**Routed metal per tile**

(2 px per um) The die is cut into 36 by 36 equal tiles; dark blue is low, red is high, scaled to the fullest tile. Values are wire area over tile area, all layers added.
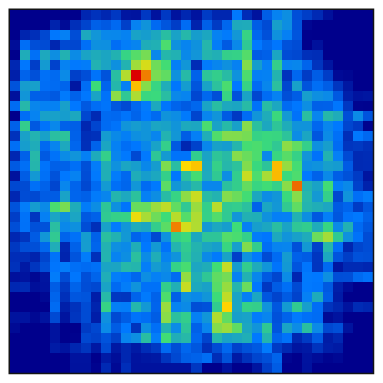
**Port wiring**

(2 px per um)
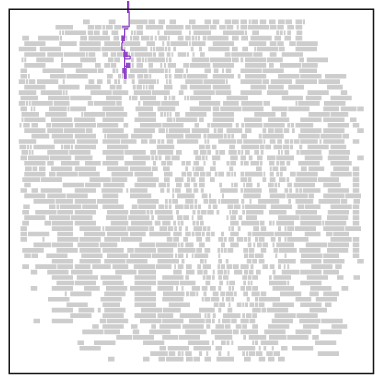
**Placement view**

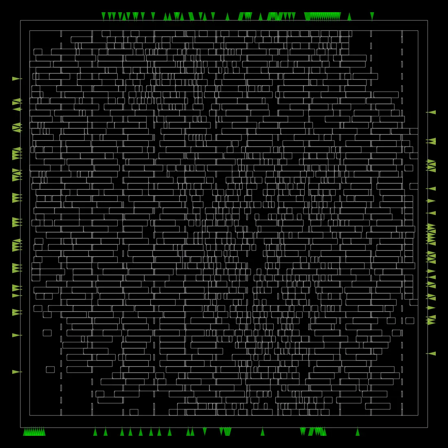
**Metal layers overlaid**

(2 px per um) Two of the layers only.
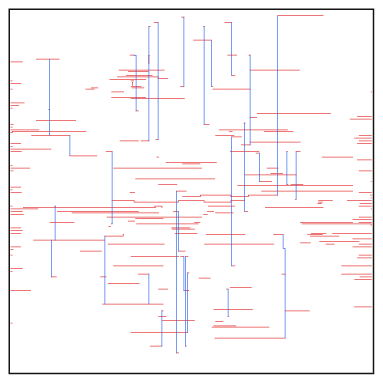
**Sequential cells colored by netlist name**

(3 px per um)
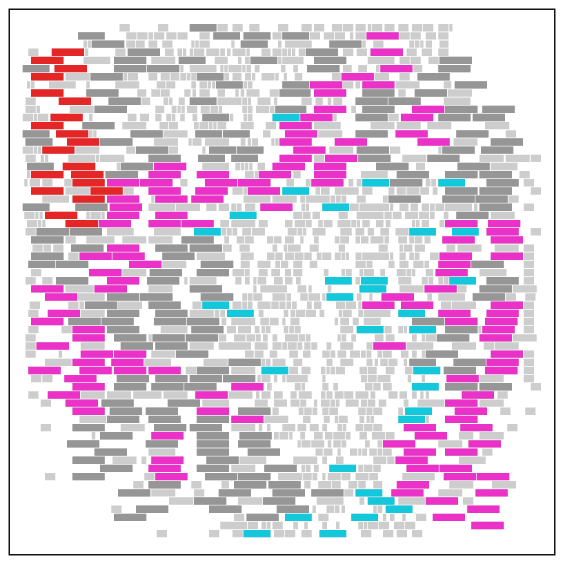
### src/rtl/cvxif_coproc_responder.sv
// CV-X-IF coprocessor responder: custom-3 ADD/SUB/XOR/NOP with commit queue.
// Define CVXIF_COPROC_EXC_EN to also accept funct3=7 as an exception op.
module cvxif_coproc_responder #(
  parameter int XLEN    = 32,
  parameter int ID_W    = 4,
  parameter int DEPTH   = 4,
  parameter int LATENCY = 2
) (
  input  logic            clk_i,
  input  logic            rst_i,
  input  logic            issue_valid_i,
  output logic            issue_ready_o,
  input  logic [31:0]     issue_instr_i,
  input  logic [ID_W-1:0] issue_id_i,
  input  logic [XLEN-1:0] issue_rs1_i,
  input  logic [XLEN-1:0] issue_rs2_i,
  input  logic [1:0]      issue_rs_valid_i,
  output logic            issue_accept_o,
  output logic            issue_writeback_o,
  input  logic            commit_valid_i,
  input  logic [ID_W-1:0] commit_id_i,
  input  logic            commit_kill_i,
  output logic            result_valid_o,
  input  logic            result_ready_i,
  output logic [ID_W-1:0] result_id_o,
  output logic [XLEN-1:0] result_data_o,
  output logic [4:0]      result_rd_o,
  output logic            result_we_o,
  output logic            result_exc_o
);

  localparam int PW = $clog2(DEPTH);
  localparam int CW = (LATENCY > 1) ? $clog2(LATENCY) : 1;
  localparam logic [6:0] OPC = 7'b1111011;

  typedef enum logic [1:0] {
    IDLE,
    EXEC,
    RESP
  } state_t;

  state_t state, state_n;

  logic [PW-1:0]   head, tail;
  logic [PW:0]     count;
  logic [CW-1:0]   cnt;
  logic [DEPTH-1:0] q_valid, q_comm;
  logic [ID_W-1:0] q_id  [DEPTH];
  logic [2:0]      q_f3  [DEPTH];
  logic [4:0]      q_rd  [DEPTH];
  logic [XLEN-1:0] q_rs1 [DEPTH];
  logic [XLEN-1:0] q_rs2 [DEPTH];

  logic [6:0] opcode, funct7;
  logic [2:0] funct3;
  logic [4:0] rd;
  logic       f3_ok, ours, full;
  logic       push, pop, pop_dead, pop_done;
  logic       start, done, busy_head;
  logic       new_hit, unused;

  logic [XLEN-1:0] res_data;
  logic            res_we, res_exc;

  assign opcode = issue_instr_i[6:0];
  assign rd     = issue_instr_i[11:7];
  assign funct3 = issue_instr_i[14:12];
  assign funct7 = issue_instr_i[31:25];
  assign unused = ^issue_instr_i[24:15];

`ifdef CVXIF_COPROC_EXC_EN
  assign f3_ok = (funct3 <= 3'd3) || (funct3 == 3'd7);
`else
  assign f3_ok = funct3 <= 3'd3;
`endif

  assign ours = (opcode == OPC) && (funct7 == 7'd0) && f3_ok;
  assign full = count == (PW+1)'(DEPTH);

  assign issue_ready_o =
    !full && (!ours || funct3 == 3'd3 || &issue_rs_valid_i);
  assign issue_accept_o    = ours;
  assign issue_writeback_o = ours && funct3 != 3'd3 && funct3 != 3'd7;

  assign push     = issue_valid_i && issue_ready_o && ours;
  assign pop_dead = state == IDLE && count != '0 && !q_valid[head];
  assign pop_done = state == RESP && result_ready_i;
  assign pop      = pop_dead || pop_done;

  assign start     = state == IDLE && q_valid[head] && q_comm[head];
  assign done      = state == EXEC && cnt == '0;
  assign busy_head = state != IDLE;
  assign new_hit   = commit_valid_i && commit_id_i == issue_id_i;

  assign result_valid_o = state == RESP;

  always_ff @(posedge clk_i or posedge rst_i) begin
    if (rst_i) state <= IDLE;
    else       state <= state_n;
  end

  always_comb begin
    state_n = state;
    unique case (state)
      IDLE:    if (start)          state_n = EXEC;
      EXEC:    if (done)           state_n = RESP;
      RESP:    if (result_ready_i) state_n = IDLE;
      default:                     state_n = IDLE;
    endcase
  end

  always_ff @(posedge clk_i or posedge rst_i) begin
    if (rst_i) cnt <= '0;
    else if (start) cnt <= CW'(LATENCY - 1);
    else if (state == EXEC && cnt != '0) cnt <= cnt - CW'(1);
  end

  // The head entry is protected from kills once it has left IDLE.
  always_ff @(posedge clk_i or posedge rst_i) begin
    if (rst_i) begin
      head    <= '0;
      tail    <= '0;
      count   <= '0;
      q_valid <= '0;
      q_comm  <= '0;
    end else begin
      if (commit_valid_i) begin
        for (int i = 0; i < DEPTH; i++) begin
          if (q_valid[i] && q_id[i] == commit_id_i &&
              !(busy_head && PW'(i) == head)) begin
            if (commit_kill_i) q_valid[i] <= 1'b0;
            else               q_comm[i]  <= 1'b1;
          end
        end
      end
      if (pop) begin
        q_valid[head] <= 1'b0;
        head          <= head + PW'(1);
      end
      if (push) begin
        q_valid[tail] <= !(new_hit && commit_kill_i);
        q_comm[tail]  <= new_hit && !commit_kill_i;
        tail          <= tail + PW'(1);
      end
      unique case ({push, pop})
        2'b10:   count <= count + (PW+1)'(1);
        2'b01:   count <= count - (PW+1)'(1);
        default: count <= count;
      endcase
    end
  end

  always_ff @(posedge clk_i) begin
    if (push) begin
      q_id[tail]  <= issue_id_i;
      q_f3[tail]  <= funct3;
      q_rd[tail]  <= rd;
      q_rs1[tail] <= issue_rs1_i;
      q_rs2[tail] <= issue_rs2_i;
    end
  end

  always_comb begin
    res_data = '0;
    res_we   = 1'b0;
    res_exc  = 1'b0;
    unique case (q_f3[head])
      3'd0: begin
        res_data = q_rs1[head] + q_rs2[head];
        res_we   = 1'b1;
      end
      3'd1: begin
        res_data = q_rs1[head] - q_rs2[head];
        res_we   = 1'b1;
      end
      3'd2: begin
        res_data = q_rs1[head] ^ q_rs2[head];
        res_we   = 1'b1;
      end
`ifdef CVXIF_COPROC_EXC_EN
      3'd7:    res_exc = 1'b1;
`endif
      default: ;
    endcase
  end

`ifdef CVXIF_COPROC_EXC_EN
  logic exc_q;
  assign result_exc_o = exc_q;
`else
  assign result_exc_o = 1'b0;
`endif

  always_ff @(posedge clk_i or posedge rst_i) begin
    if (rst_i) begin
      result_id_o   <= '0;
      result_data_o <= '0;
      result_rd_o   <= '0;
      result_we_o   <= 1'b0;
`ifdef CVXIF_COPROC_EXC_EN
      exc_q         <= 1'b0;
`endif
    end else if (done) begin
      result_id_o   <= q_id[head];
      result_data_o <= res_data;
      result_rd_o   <= q_rd[head];
      result_we_o   <= res_we;
`ifdef CVXIF_COPROC_EXC_EN
      exc_q         <= res_exc;
`endif
    end
  end

endmodule
### config.mk
export PLATFORM = sky130hd
export DESIGN_NAME = cvxif_coproc_responder
export DESIGN_NICKNAME = d
export VERILOG_FILES = /design/src/rtl/cvxif_coproc_responder.sv
export SDC_FILE = /design/constraint.sdc
export NUM_CORES = 1
export LEC_CHECK = 0
export CAP_MARGIN = 20
export CORE_MARGIN = 4
export CORE_UTILIZATION = 55
export DETAILED_ROUTE_END_ITERATION = 7
export PLACE_DENSITY = 0.75
export SETUP_SLACK_MARGIN = 0.5
export SLEW_MARGIN = 10
export SYNTH_ARGS = -nofsm -noshare
export SYNTH_HDL_FRONTEND = slang
export SYNTH_SLANG_ARGS = --single-unit
### constraint.sdc
create_clock -name clk_i -period 15.4 [get_ports clk_i]
set_clock_uncertainty 0.2 [all_clocks]
set_input_delay 1.54 -clock clk_i [delete_from_list [all_inputs] [get_ports clk_i]]
set_output_delay 1.54 -clock clk_i [all_outputs]
set_load 0.02 [all_outputs]
==> qor.yml <==
path_depth: 17
worstSetupPathType: "reg -> reg"
finalClockPeriodUsage_pct: 45.0
die_h_um: 181
p_seq_share_pct: 30.9
synth_cell_types: 70
antennaDiodeCount: 1
nFillCells: 2142
worst_path_largest_cell_delay_ps: 730
logic_gates: 638
route.met2.wl_mm: 17.1
p_comb_share_pct: 45.4
logic_family: "multiplexers"
use_met3_pct: 3.64
top_usage_layer: "met2"
crit_chain: "buf_4, mux4_2, nor2_1, buf_4, nand2_1, nand2_1, o21ai_0, fa_1, nand2b_1, a2111oi_0, or4_1, a41o_1, a41o_1, a31oi_1, o21ai_0, a21oi_1, o32a_1"
clkPwrFrac_pct: 23.7
maxCapViolations: 0
grt_max_degree: 71
placedInstanceArea_mm2: 0.0184
highest_layer: "met4"
hold_start: "result_data_o[8]$_DFFE_PP0P_"
dieWidth_um: 181
endpoint: "result_data_o[28]$_DFFE_PP0P_"
fin_area_mm2: 0.0195
cts_sinks: 364
slew_violations: 0
drt_iter0_markers: 889
yosysChipArea_mm2: 0.0165
rsz0062_at_grt: "no"
sh_comb_area_pct: 28.5
fp_util_pct: 55.8
n_all_buffers: 159
path_clk_slew_ps: 60
startpoint: "head[0]$_DFFE_PP0N_"
critPathArrivalTime_ps: 7130
logic_area_mm2: 0.00558
cpMaxStageDelayCell: "mux4_2"
syn_area_per_cell_um2: 15.4
rrSetupSlack_ps: 8480
status: "finished, final reports clean"
largest_cell_class: "flip-flops and latches"
top_area_cell: "edfxtp_1"
synth-edff-count: 304
syn_area_mm2: 0.0165
ir_drop_uv: 103
hold_buffers: 0
reg2reg_from: "head[0]$_DFFE_PP0N_"
synthTopCellsByCount: "edfxtp_1 (304), nand2_1 (86), mux4_2 (73)"
fa_ha_area_share_pct: 3.35
p_leak_nw: 6.88
antenna_found_initial: 1
grtUsageMet1_pct: 31.6
max_freq_ghz: 0.144
drc_errors: 0
place_hpwl_mm: 23.8
netlist_instances: 1071
slew_headroom_pct: 29.8
r2r_cells: 17
syn-num-nets: 1226
yosys_most_used_dff: "edfxtp_1"
postRouteAntennaNets: 0
yosysCellCount: 1071
power_leader: "combinational cells"
p_sw_w: 0.00129
synthXorXnorAreaFrac_pct: 5.93
syn_to_final_growth_pct: 18.3
taps: 390
cpLargestDelayFamily: "AND-OR/OR-AND gates"
ys.flops: 364
finalSetupViolCount: 0
ys_seq_share_pct: 64.3
mux_area_share_pct: 10.9
top_area_share_pct: 55.2
via_per_inst: 5.93
powerDensity_mw_per_mm2: 185
htreeDepth: 2
cts_tree: "yes"
p_sw_share_pct: 35.8
clockBufferCount: 53
nNetsFinal: 1384
ctsResizeCount: 0
lay_top_cells: "edfxtp_1 (304), clkdlybuf4s50_1 (147), nand2_1 (86), mux4_2 (73), xnor2_1 (64)"
aoi_share_pct: 6.99
-- 'routed metal per tile' (at the start) --
emptiest ninth of the die: south-west
fullest tile: 0.69
tiles over half the peak: 8.3%
mean over tiles: 0.18
densest ninth of the die: center
nearly empty tiles: 10%
total track usage: 22.0%
final WL: 36.2 mm
Vias: 9770
wire length per cell: 22.0 um

-- 'port wiring' (at the start) --
| color | port | bits | direction | edge | end cells | wire |
|---|---|---|---|---|---|---|
| purple | `commit_valid_i` | 1 | input | north | 5 | 49.4 um |
Port-buffer cells: 147
num ports: 159

-- 'placement view' (at the start) --
Seq/total area: 54.4%
row count: 63
fin cells: 1648
flop count: 364
core area: 0.0296 mm^2

-- 'metal layers overlaid' (at the start) --
| color | layer | wire length |
|---|---|---|
| red | metal 3 | 2270 um |
| blue | metal 4 | 1020 um |

-- 'sequential cells colored by netlist name' (at the start) --
| color | signal | placed flops |
|---|---|---|
| magenta | `q_rs1` | 128 |
| cyan | `result_data_o` | 32 |
| red | `q_rd` | 20 |
not colored: 184
Seq group: 0.00112 W
Finished Core Util: 66.0%
register area: 0.0106 mm^2

Power figures rest on the tool's default switching activity, not on a simulated workload.
